==> config.mk <==
export PLATFORM = sky130hd
export DESIGN_NAME = if_fetch_unit
export DESIGN_NICKNAME = d
export VERILOG_FILES = /design/src/rtl/if_fetch_unit.sv
export SDC_FILE = /design/constraint.sdc
export NUM_CORES = 1
export LEC_CHECK = 0
export CAP_MARGIN = 20
export CORE_UTILIZATION = 53
export DETAILED_ROUTE_END_ITERATION = 10
export GPL_TIMING_DRIVEN = 0
export PLACE_DENSITY = 0.87
export SLEW_MARGIN = 30
export SYNTH_ARGS = -nofsm -noshare
export SYNTH_HDL_FRONTEND = slang
export SYNTH_SLANG_ARGS = --single-unit
==> constraint.sdc <==
create_clock -name clk -period 18.27 [get_ports clk]
set_input_delay 3.654 -clock clk [delete_from_list [all_inputs] [get_ports clk]]
set_output_delay 3.654 -clock clk [all_outputs]
set_load 0.005 [all_outputs]
==> src/rtl/if_fetch_unit.sv <==
// Instruction-fetch front end: single-outstanding IMEM requests, predictor-steered next PC, 2-deep IF/ID buffer.
// Optional performance counters are built only when IFU_PERF_EN is defined.
module if_fetch_unit #(
  parameter logic [31:0] BOOT_PC = 32'h0000_0000
) (
  input  logic        clk,
  input  logic        rst,
  output logic        im_req,
  output logic [31:0] im_addr,
  input  logic        im_rvalid,
  input  logic [31:0] im_rdata,
  output logic [31:0] bp_pc,
  input  logic        bp_taken,
  input  logic [31:0] bp_target,
  output logic        if_done,
  input  logic        redirect_valid,
  input  logic [31:0] redirect_pc,
  output logic        id_valid,
  input  logic        id_ready,
  output logic [31:0] id_inst,
  output logic [31:0] id_pc,
  output logic [31:0] id_ptarget,
  output logic        id_ptaken,
  output logic [31:0] perf_fetch_cnt,
  output logic [31:0] perf_redirect_cnt
);

  typedef enum logic [1:0] {FETCH, DROP, STALL} state_t;

  typedef struct packed {
    logic [31:0] inst;
    logic [31:0] pc;
    logic [31:0] ptarget;
    logic        ptaken;
  } ent_t;

  state_t      state_q, state_d;
  logic [31:0] req_pc_q, req_pc_d;
  logic [31:0] pend_pc_q, pend_pc_d;
  ent_t        out_q, out_d, hold_q, hold_d;
  logic        out_vld_q, out_vld_d, hold_vld_q, hold_vld_d;

  ent_t        fetch_ent;
  logic [31:0] next_pc;
  logic        consume;

  assign im_req  = (state_q != STALL);
  assign im_addr = req_pc_q;
  assign bp_pc   = req_pc_q;
  assign if_done = (state_q == FETCH) && im_rvalid && !redirect_valid;

  assign id_valid   = out_vld_q;
  assign id_inst    = out_q.inst;
  assign id_pc      = out_q.pc;
  assign id_ptarget = out_q.ptarget;
  assign id_ptaken  = out_q.ptaken;

  always_comb begin
    state_d    = state_q;
    req_pc_d   = req_pc_q;
    pend_pc_d  = pend_pc_q;
    out_d      = out_q;
    out_vld_d  = out_vld_q;
    hold_d     = hold_q;
    hold_vld_d = hold_vld_q;

    fetch_ent.inst    = im_rdata;
    fetch_ent.pc      = req_pc_q;
    fetch_ent.ptarget = bp_target;
    fetch_ent.ptaken  = bp_taken;
    next_pc           = bp_taken ? bp_target : req_pc_q + 32'd4;
    consume           = out_vld_q && id_ready;

    case (state_q)
      FETCH: begin
        if (redirect_valid) begin
          out_vld_d = 1'b0;
          if (im_rvalid) begin
            req_pc_d = redirect_pc;
          end else begin
            pend_pc_d = redirect_pc;
            state_d   = DROP;
          end
        end else begin
          if (consume) out_vld_d = 1'b0;
          if (im_rvalid) begin
            req_pc_d = next_pc;
            if (!out_vld_q || id_ready) begin
              out_d     = fetch_ent;
              out_vld_d = 1'b1;
            end else begin
              hold_d     = fetch_ent;
              hold_vld_d = 1'b1;
              state_d    = STALL;
            end
          end
        end
      end
      // The in-flight request keeps its address; its response is thrown away.
      DROP: begin
        if (redirect_valid) pend_pc_d = redirect_pc;
        if (im_rvalid) begin
          req_pc_d = redirect_valid ? redirect_pc : pend_pc_q;
          state_d  = FETCH;
        end
      end
      STALL: begin
        if (redirect_valid) begin
          out_vld_d  = 1'b0;
          hold_vld_d = 1'b0;
          req_pc_d   = redirect_pc;
          state_d    = FETCH;
        end else if (id_ready) begin
          out_d      = hold_q;
          out_vld_d  = 1'b1;
          hold_vld_d = 1'b0;
          state_d    = FETCH;
        end
      end
      default: state_d = FETCH;
    endcase
  end

  always_ff @(posedge clk or posedge rst) begin
    if (rst) begin
      state_q    <= FETCH;
      req_pc_q   <= BOOT_PC;
      pend_pc_q  <= '0;
      out_q      <= '0;
      out_vld_q  <= 1'b0;
      hold_q     <= '0;
      hold_vld_q <= 1'b0;
    end else begin
      state_q    <= state_d;
      req_pc_q   <= req_pc_d;
      pend_pc_q  <= pend_pc_d;
      out_q      <= out_d;
      out_vld_q  <= out_vld_d;
      hold_q     <= hold_d;
      hold_vld_q <= hold_vld_d;
    end
  end

`ifdef IFU_PERF_EN
  logic [31:0] perf_fetch_q, perf_fetch_d, perf_redir_q, perf_redir_d;

  always_comb begin
    perf_fetch_d = perf_fetch_q + {31'd0, if_done};
    perf_redir_d = perf_redir_q + {31'd0, redirect_valid};
  end

  always_ff @(posedge clk or posedge rst) begin
    if (rst) begin
      perf_fetch_q <= '0;
      perf_redir_q <= '0;
    end else begin
      perf_fetch_q <= perf_fetch_d;
      perf_redir_q <= perf_redir_d;
    end
  end

  assign perf_fetch_cnt    = perf_fetch_q;
  assign perf_redirect_cnt = perf_redir_q;
`else
  assign perf_fetch_cnt    = 32'h0;
  assign perf_redirect_cnt = 32'h0;
`endif

endmodule

**Run 1: cell sizes after repair**

Bar = 50 µm.
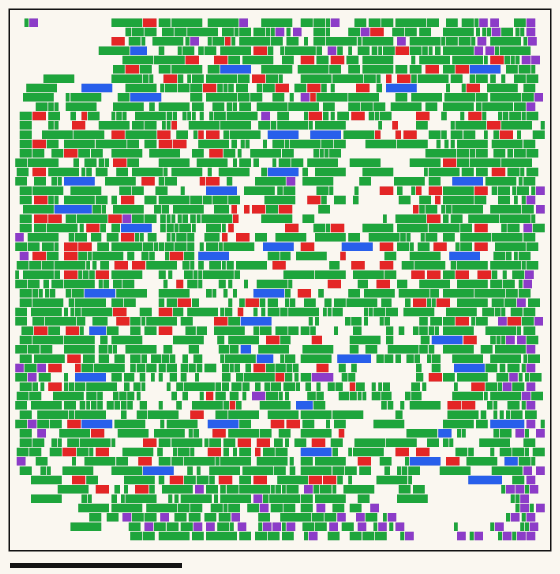
_0 and _1 cells: marked green, cells 1230, share 80%. _3 and _4 cells: marked purple, cells 100, share 6.5%. _2 cells: marked red, cells 164, share 11%. _6 and larger: marked blue, cells 38, share 2.5%.

**Run 1: logic cells by family**

Bar = 50 µm.
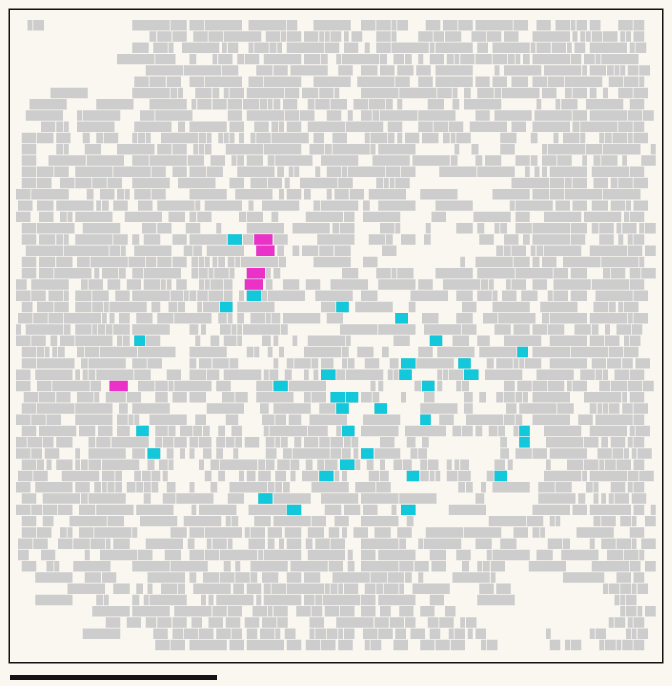
AND-OR and OR-AND gates: marked cyan, cells 33, where centre. adder and majority cells: marked magenta, cells 5, most used ha_1.

==> Changelog: implementation, run 1 <==
### Implementation results

- Post-synthesis register bit count: 261
- Initial drt markers: 929
- X dimension of the die: 157 µm
- Top-Level Pins: 330
- Synth-to-layout area growth: 33.1%
- Global-route wire length before repair: 56700 µm
- Standard-cell row count: 56
- Clock net sink count: 261
- Final ANT Viol Nets: 0
- Asr flop ratio synth: 100%
- CP Launch Type: input pin
- H-tree depth: 1
- Core Footprint: 23500 µm²
- Category of the critical setup timing path: in2out
- Maximum number of pins on one net before global-route repair: 87
- Maximum resistive drop on vdd: 0.000103 V
- Max Slew Vio Count: 0
- Instance count of the mapped netlist: 1151
- Biggest area consumer among synthesized cells: sky130_fd_sc_hd__dfrtp_1
- Fmax: 113 MHz
- Actual slew at the worst max-slew pin: 0.928 ns
- Number of maximum-capacitance violations: 0
- Number of library cell types mapped by synthesis: 63
- Mean instance size in the synthesized netlist: 11.1 µm²
- Setup repair after global routing missed its margin: false
- Ratio of cells with drive above 1 in the final layout: 19.7%
- Count of buffers added by post-CTS timing repair for setup: 0
- Clock transition at the register clock pins on the worst setup and hold paths after CTS: 0.06 ns
- Late-Pin Clk Latency: 0.53 ns
- Largest clock skew in the final design: 0.0101 ns
- Via/cell ratio: 5.68
- CTS hold repair buffers: 0
- Total number of yosys warnings: 0
- Post-route DRC: 0
- Routed Wire Length: 37200 µm
- HPWL after detailed placement: 27000 µm
- Die y size: 157 µm
- Yosys synthesis chip area: 12800 µm²
- Fp util: 54.3%
- Number of standard cells in the final layout excluding fillers: 1854
- Overflow left after global routing: 0
- Result of the run: finished clean
- Placer congestion estimate: 0.901
- Commonest register cell after synthesis: sky130_fd_sc_hd__dfrtp_1
- CP max-delay cell: sky130_fd_sc_hd__clkdlybuf4s50_1
- Slew margin rel.: 38.1%
- Fraction of the yosys area taken by sequential cells: 51.0%
- Nets@finish: 1618
- Drt first pass iters: 8
- Shortest clock period the worst path allows after layout: 8.83 ns
- Synth top area share: 51.0%
- Worst Setup End Kind: output pin
- Port buffer count: 264
- Number of global-route vias before repair: 10222
- Sum of negative setup slack: 0 ns
- Cell breakdown of the critical path: clkdlybuf4s50_1 -> nand2_1 -> nor2_1 -> clkdlybuf4s50_1
- Final setup violation count: 0
- Flip-flops with a built-in enable: 0
- Clock tree buffer depth: 3
- Ys cells: 1151
- Most frequent logic cell in the layout: sky130_fd_sc_hd__clkdlybuf4s50_1
- Synthesized area: 12800 µm²
- PostCTS Resize Cnt: 0
- Critical path's largest stage delay: 0.61 ns
**Run 1: routing congestion**

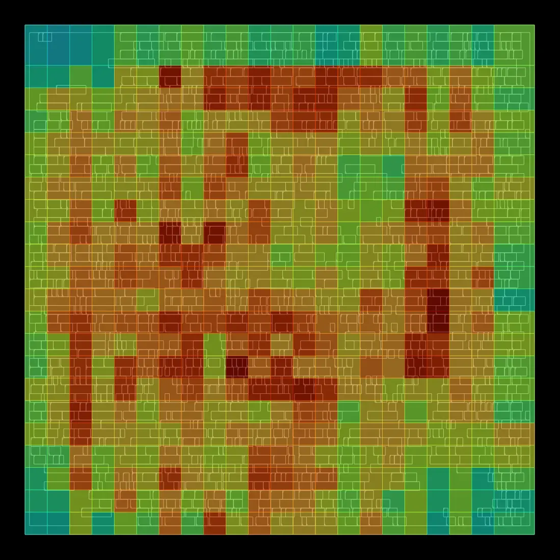
GRT Total Usage: 29.8%
met2 track demand over resource: 48.5%
GR met3 Demand/Resource: 7.52%

-- run 1: metrics by stage --
stage	power (mW)	worst slack [ns]	hold slack (ns)	area (µm²)	utilization (%)
finish	2.77	9.44	0.476	17000	72.3
global route	2.93	9.37	0.498	17000	72.3
CTS	2.77	9.49	0.484	17000	72.3
detailed placement	2.23	9.51	0.470	16200	68.7
global placement	2.17	4.16	0.458	16100	68.3
floorplan	1.65	7.43	0.443	13000	-
-- run 1: state kept, by name, indices dropped and copies added (netlist names) --
signal and flops:
id_pc 32, pend_pc_q 32, id_inst 32, id_ptarget 32, id_ptaken 1, hold_q 97, id_valid 1, bp_pc 32
state_q 2
-- run 1: critical path, delay by kind of cell --
family,cells,cell delay (ns)
buf+inv,2,1.20
simple gates,2,0.32
-- run 1: cell usage after synthesis, types with 11 or more instances --
cell	number
sky130_fd_sc_hd__nand3_1	20
sky130_fd_sc_hd__a222oi_1	12
sky130_fd_sc_hd__clkbuf_1	62
sky130_fd_sc_hd__o21ai_0	133
sky130_fd_sc_hd__mux2_2	133
sky130_fd_sc_hd__buf_4	96
sky130_fd_sc_hd__nor2_1	15
sky130_fd_sc_hd__mux2i_1	99
sky130_fd_sc_hd__a31oi_1	11
sky130_fd_sc_hd__buf_2	17
sky130_fd_sc_hd__nand2_1	125
sky130_fd_sc_hd__dfrtp_1	261
-- run 1: per-layer routing --
layer / routed length (µm) / GRT usage, % / part of all wire [%]
met4: 1260 / 10.9 / 3.4
met1: 14700 / 38.3 / 40
met3: 3600 / 7.52 / 9.7
met5: 43 / 0 / 0.12
met2: 17600 / 48.5 / 47
-- run 1: layout make-up --
cell class	instances	area (µm²)
repair buffers	268	2740
clock inverters	12	93.8
multi-input cells	768	5420
inverters	9	41.3
plain buffers	176	1040
well taps	319	399
flip-flops and latches	261	6530
fillers	1707	6510
diodes	3	7.51
clock buffers	38	757
-- run 1: power breakdown --
group / internal (mW) / leakage, nW / switching (mW)
sequential: 0.837 / 3.29 / 0.201
clock: 0.303 / 0.420 / 0.227
combinational: 0.668 / 3.77 / 0.534
total: 1.81 / 7.48 / 0.962
-- run 1: cell families after synthesis --
family,count (synthesis),share of synthesized area (%)
DFF,261,51.0
AOI/OAI and AO/OA,243,12.1
muxes,232,19.5
and+or+nand+nor,217,7.96
buffers and inverters,185,8.41
xor gates and xnor gates,7,0.479
adders and majority gates,5,0.489
other,1,0.0293
-- run 1: final timing paths --
check,cells after the start,slack [ns],startpoint,endpoint
min in group asynchronous,2,3.54,rst,id_inst[31]$_DFFE_PP0P_
worst min register to register,2,0.48,id_inst[29]$_DFFE_PP0P_,id_inst[29]$_DFFE_PP0P_
worst max-delay path,4,9.44,im_rvalid,if_done
worst min-delay path,2,0.48,id_inst[29]$_DFFE_PP0P_,id_inst[29]$_DFFE_PP0P_
max in group asynchronous,3,13.98,rst,id_ptarget[22]$_DFFE_PP0P_
worst max register to register,11,15.00,state_q[0]$_DFFE_PP0P_,id_pc[3]$_DFFE_PP0P_
==> run 2, diff against run 1 <==
--- a/config.mk
+++ b/config.mk
@@ -6,10 +6,10 @@
 export NUM_CORES = 1
 export LEC_CHECK = 0
 export CAP_MARGIN = 20
-export CORE_UTILIZATION = 53
+export CORE_UTILIZATION = 50
 export DETAILED_ROUTE_END_ITERATION = 10
 export GPL_TIMING_DRIVEN = 0
-export PLACE_DENSITY = 0.87
+export PLACE_DENSITY = 0.83
 export SLEW_MARGIN = 30
 export SYNTH_ARGS = -nofsm -noshare
 export SYNTH_HDL_FRONTEND = slang
==> constraint.sdc (replaced) <==
create_clock -name clk -period 8.2 [get_ports clk]
set_input_delay 1.64 -clock clk [delete_from_list [all_inputs] [get_ports clk]]
set_output_delay 1.64 -clock clk [all_outputs]
set_load 0.005 [all_outputs]
==> run 2 against run 1 <==
Count of clock-buffer cells in the layout is 3 higher. Flip-flop count stayed put. Cell count is 0.92% higher. Routed wire length is 0.37% lower. Clock power is 150% higher. Combinational power is 120% higher. Via count is 1.3% lower. Synthesized cell count stayed put. Critical path type is now reg2out. Critical endpoint is now im_req.
==> Changelog: implementation, run 2 <==
### Implementation results

- Die Outline Area: 26200 µm² (was 24800 µm²)
- Pwr per Cell Area: 364 nW/µm² (was 163 nW/µm²)
- Via count: 10390 (was 10523)
- Number of global-route vias before repair: 10122 (was 10222)
- X dimension of the die: 162 µm (was 157 µm)
- GRT Total Usage: 28.1% (was 29.8%)
- Final setup violation count: 0 (unchanged)
- HPWL after detailed placement: 27600 µm (was 27000 µm)
- Flip-flop count of the largest register, all copies and words added: 97 (unchanged)
- Maximum number of pins on one net before global-route repair: 31 (was 87)
- CP arrival: 3.28 ns (was 5.18 ns)
- Clock tree buffer depth: 3 (unchanged)
- Port buffer count: 264 (unchanged)
- Actual slew at the worst max-slew pin: 0.900 ns (was 0.928 ns)
- Most frequent logic cell in the layout: sky130_fd_sc_hd__clkdlybuf4s50_1 (unchanged)
- Number of maximum-capacitance violations: 0 (unchanged)
- Startpoint of the worst setup timing path: state_q[0]$_DFFE_PP0P_ (was im_rvalid)
- P_leak: 7.59 nW (was 7.48 nW)
- Number of standard cells in the final layout excluding fillers: 1871 (was 1854)
- Worst hold slack after final layout: 0.476 ns (about the same)
- Ratio of cells with drive above 1 in the final layout: 20.5% (was 19.7%)
- Placed cell area: 16300 µm² (was 16200 µm²)
- Register bank with the most flops: hold_q (unchanged)
- Late-Pin Clk Latency: 0.54 ns (was 0.53 ns)
- Commonest register cell after synthesis: sky130_fd_sc_hd__dfrtp_1 (unchanged)
- Flip-flops with a built-in enable: 0 (unchanged)
- Instance count of the mapped netlist: 1151 (unchanged)
- Dominant logic cell types in the final layout: 264 x sky130_fd_sc_hd__clkdlybuf4s50_1, 261 x sky130_fd_sc_hd__dfrtp_1, 133 x sky130_fd_sc_hd__mux2_2, 133 x sky130_fd_sc_hd__o21ai_0, 125 x sky130_fd_sc_hd__nand2_1 (unchanged)
- Result of the run: finished clean (unchanged)
- Post-route DRC: 0 (unchanged)
- CTS hold repair buffers: 0 (unchanged)
- Smallest setup slack after layout: 3.28 ns (was 9.44 ns)
- Asr flop ratio synth: 100% (unchanged)
- Clock net sink count: 261 (unchanged)
- Standard-cell row count: 58 (was 56)
- TritonCTS clock tree: done (unchanged)
- PostCTS Resize Cnt: 0 (unchanged)
- Setup repair after global routing missed its margin: false (unchanged)
- Final std cell area, no fill: 17300 µm² (was 17000 µm²)
- Count of buffers added by post-CTS timing repair for setup: 0 (unchanged)
- Max Slew Vio Count: 0 (unchanged)
- Maximum resistive drop on vdd: 0.000199 V (was 0.000103 V)
- FF-to-FF setup slack: 4.89 ns (was 15.00 ns)
- Clock transition at the register clock pins on the worst setup and hold paths after CTS: 0.07 ns (was 0.06 ns)
- Synth top area share: 51.0% (unchanged)
- Die y size: 162 µm (was 157 µm)
- Antenna violations before repair: 1 (was 5)
- Sum of negative setup slack: 0 ns (unchanged)
- Slew margin rel.: 40.0% (was 38.1%)
- CTS root buf: sky130_fd_sc_hd__clkbuf_16 (unchanged)
- Fraction of the yosys area taken by sequential cells: 51.0% (unchanged)
- Global-route wire length before repair: 57100 µm (was 56700 µm)
- Synth top area cells: sky130_fd_sc_hd__dfrtp_1 51%, sky130_fd_sc_hd__mux2_2 12%, sky130_fd_sc_hd__mux2i_1 7.7% (unchanged)
- Number of library cell types mapped by synthesis: 63 (unchanged)
- Top-Level Pins: 330 (unchanged)
- Nets@finish: 1625 (was 1618)
- Synth-to-layout area growth: 35.0% (was 33.1%)
- Final Hold Viols: 0 (unchanged)
- Final worst-path cycle share: 60.0%
- Final ANT Viol Nets: 0 (unchanged)
- Post-Place Setup Slack: 3.45 ns (was 9.51 ns)
- CP Launch Type: register (was input pin)
- Most common cell in the synthesized netlist: sky130_fd_sc_hd__dfrtp_1 (unchanged)
- Capture instance of the worst register-to-register path: id_pc[26]$_DFFE_PP0P_ (was id_pc[3]$_DFFE_PP0P_)
- Ys cells: 1151 (unchanged)
- Classification of the worst-slack hold path: reg2reg (unchanged)
- Post-synthesis register bit count: 261 (unchanged)
- Shortest clock period the worst path allows after layout: 4.92 ns
- Most numerous cell types in the synthesized netlist: 261 x sky130_fd_sc_hd__dfrtp_1, 133 x sky130_fd_sc_hd__mux2_2, 133 x sky130_fd_sc_hd__o21ai_0, 125 x sky130_fd_sc_hd__nand2_1, 99 x sky130_fd_sc_hd__mux2i_1 (unchanged)
- Cell depth of the worst flop-to-flop path: 11 (unchanged)
- Overflow left after global routing: 0 (unchanged)
- Wirelength per Cell: 19.8 µm (was 20.0 µm)
- Category of the critical setup timing path: reg2out (was in2out)
- H-tree depth: 1 (unchanged)
- Total number of yosys warnings: 0 (unchanged)
- Mean instance size in the synthesized netlist: 11.1 µm² (unchanged)
- Fmax: 203 MHz
- Worst reg2reg path startpoint: state_q[1]$_DFFE_PP0P_ (was state_q[0]$_DFFE_PP0P_)
- Synthesized area: 12800 µm² (unchanged)
- Placer congestion estimate: 0.893 (was 0.901)
- Core Footprint: 25100 µm² (was 23500 µm²)
- End point of the critical path: im_req (was if_done)
- Fp util: 51.0% (was 54.3%)
- Drt first pass iters: 8 (unchanged)
- Tool Warnings: 29 (unchanged)
- Number of clock buffers inserted by TritonCTS: 28 (was 27)
- Yosys synthesis chip area: 12800 µm² (unchanged)
- Maximum fanout encountered on the critical timing path: 10 (was 7)
- Via/cell ratio: 5.55 (was 5.68)
- Endpoint required time on the critical path: 6.56 ns (was 14.62 ns)
- Routed Wire Length: 37000 µm (was 37200 µm)
- Largest clock skew in the final design: 0.00959 ns (was 0.0101 ns)
- Cell total after placement: 1818 (was 1801)
- Biggest area consumer among synthesized cells: sky130_fd_sc_hd__dfrtp_1 (unchanged)
- Worst Setup End Kind: output pin (unchanged)
- Initial drt markers: 907 (was 929)
## run 2: cell counts after synthesis
No cell type changed its count.
## run 2: layout make-up
| type | instances | area, µm² |
|---|---|---|
| multi-input combinational | 768 | 5420 |
| tap | 330 | 413 |
| inverter | 9 | 37.5 |
| sequential | 261 | 6530 |
| timing repair buffer | 274 | 2830 |
| fill | 1922 | 7840 |
| clock buffer | 41 | 871 |
| buffer | 176 | 1040 |
| clock inverter | 11 | 114 |
| antenna | 1 | 2.50 |
## run 2: per-layer routing
layer  wire length, µm  GRT usage [%]  part of all wire (%)
met3              2920           5.69                   7.9
met2             17600           46.0                    48
met4              1030           7.55                   2.8
met5                 0              0                     0
met1             15500           38.0                    42
## run 2: cells by family (layout without fill, tap and decap cells)
group | after synthesis | after routing | synth area share [%]
DFF | 261 | 261 | 51.0
AOI/OAI and AO/OA | 243 | 243 | 12.1
muxes | 232 | 232 | 19.5
and+or+nand+nor | 217 | 217 | 7.96
buffers and inverters | 185 | 511 | 8.41
xor gates and xnor gates | 7 | 7 | 0.479
adders and majority gates | 5 | 5 | 0.489
other | 1 | 65 | 0.0293
## run 2: worst max-delay path, stage by stage (launching register included)
cell and delay, ns:
sky130_fd_sc_hd__dfrtp_1 0.41, sky130_fd_sc_hd__inv_1 0.09, sky130_fd_sc_hd__ha_1 0.14, sky130_fd_sc_hd__buf_2 0.20
sky130_fd_sc_hd__clkbuf_1 0.70, sky130_fd_sc_hd__clkbuf_1 0.62, sky130_fd_sc_hd__inv_1 0.09, sky130_fd_sc_hd__clkdlybuf4s50_1 0.47
## run 2: where the power goes
part           total, mW  switching, mW  internal [mW]  leakage [nW]
Clock               1.32          0.527          0.797         0.488
Sequential          2.31          0.442           1.86          3.29
Combinational       2.66           1.17           1.49          3.81
## run 2: worst min path at each step
| stage | start | to | slack [ns] | cells after the start |
|---|---|---|---|---|
| global route | id_inst[11]$_DFFE_PP0P_ | id_inst[11]$_DFFE_PP0P_ | 0.51 | 2 |
| global placement | id_inst[1]$_DFFE_PP0P_ | id_inst[1]$_DFFE_PP0P_ | 0.46 | 2 |
| CTS | id_inst[1]$_DFFE_PP0P_ | id_inst[1]$_DFFE_PP0P_ | 0.48 | 2 |
| finish | id_inst[21]$_DFFE_PP0P_ | id_inst[21]$_DFFE_PP0P_ | 0.48 | 2 |
| floorplan | pend_pc_q[12]$_DFFE_PP0P_ | pend_pc_q[12]$_DFFE_PP0P_ | 0.44 | 2 |
| detailed placement | id_inst[1]$_DFFE_PP0P_ | id_inst[1]$_DFFE_PP0P_ | 0.47 | 2 |
## run 2: through the flow
step | util (%) | total power, mW
floorplan | - | 3.67
global placement | 64.1 | 4.85
detailed placement | 64.8 | 4.96
CTS | 68.8 | 6.31
global route | 68.8 | 6.66
finish | 68.8 | 6.29
**Run 2: routing congestion**

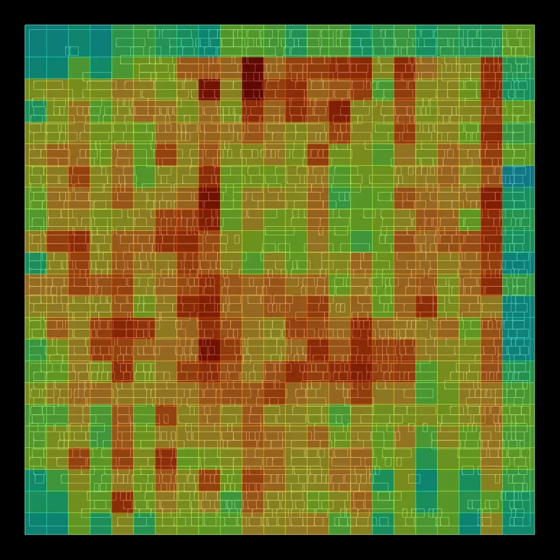
GRT busiest layer: met2
GR met3 Demand/Resource: 5.69%
Final Util: 68.8%

Power and IR drop assume default switching activity.
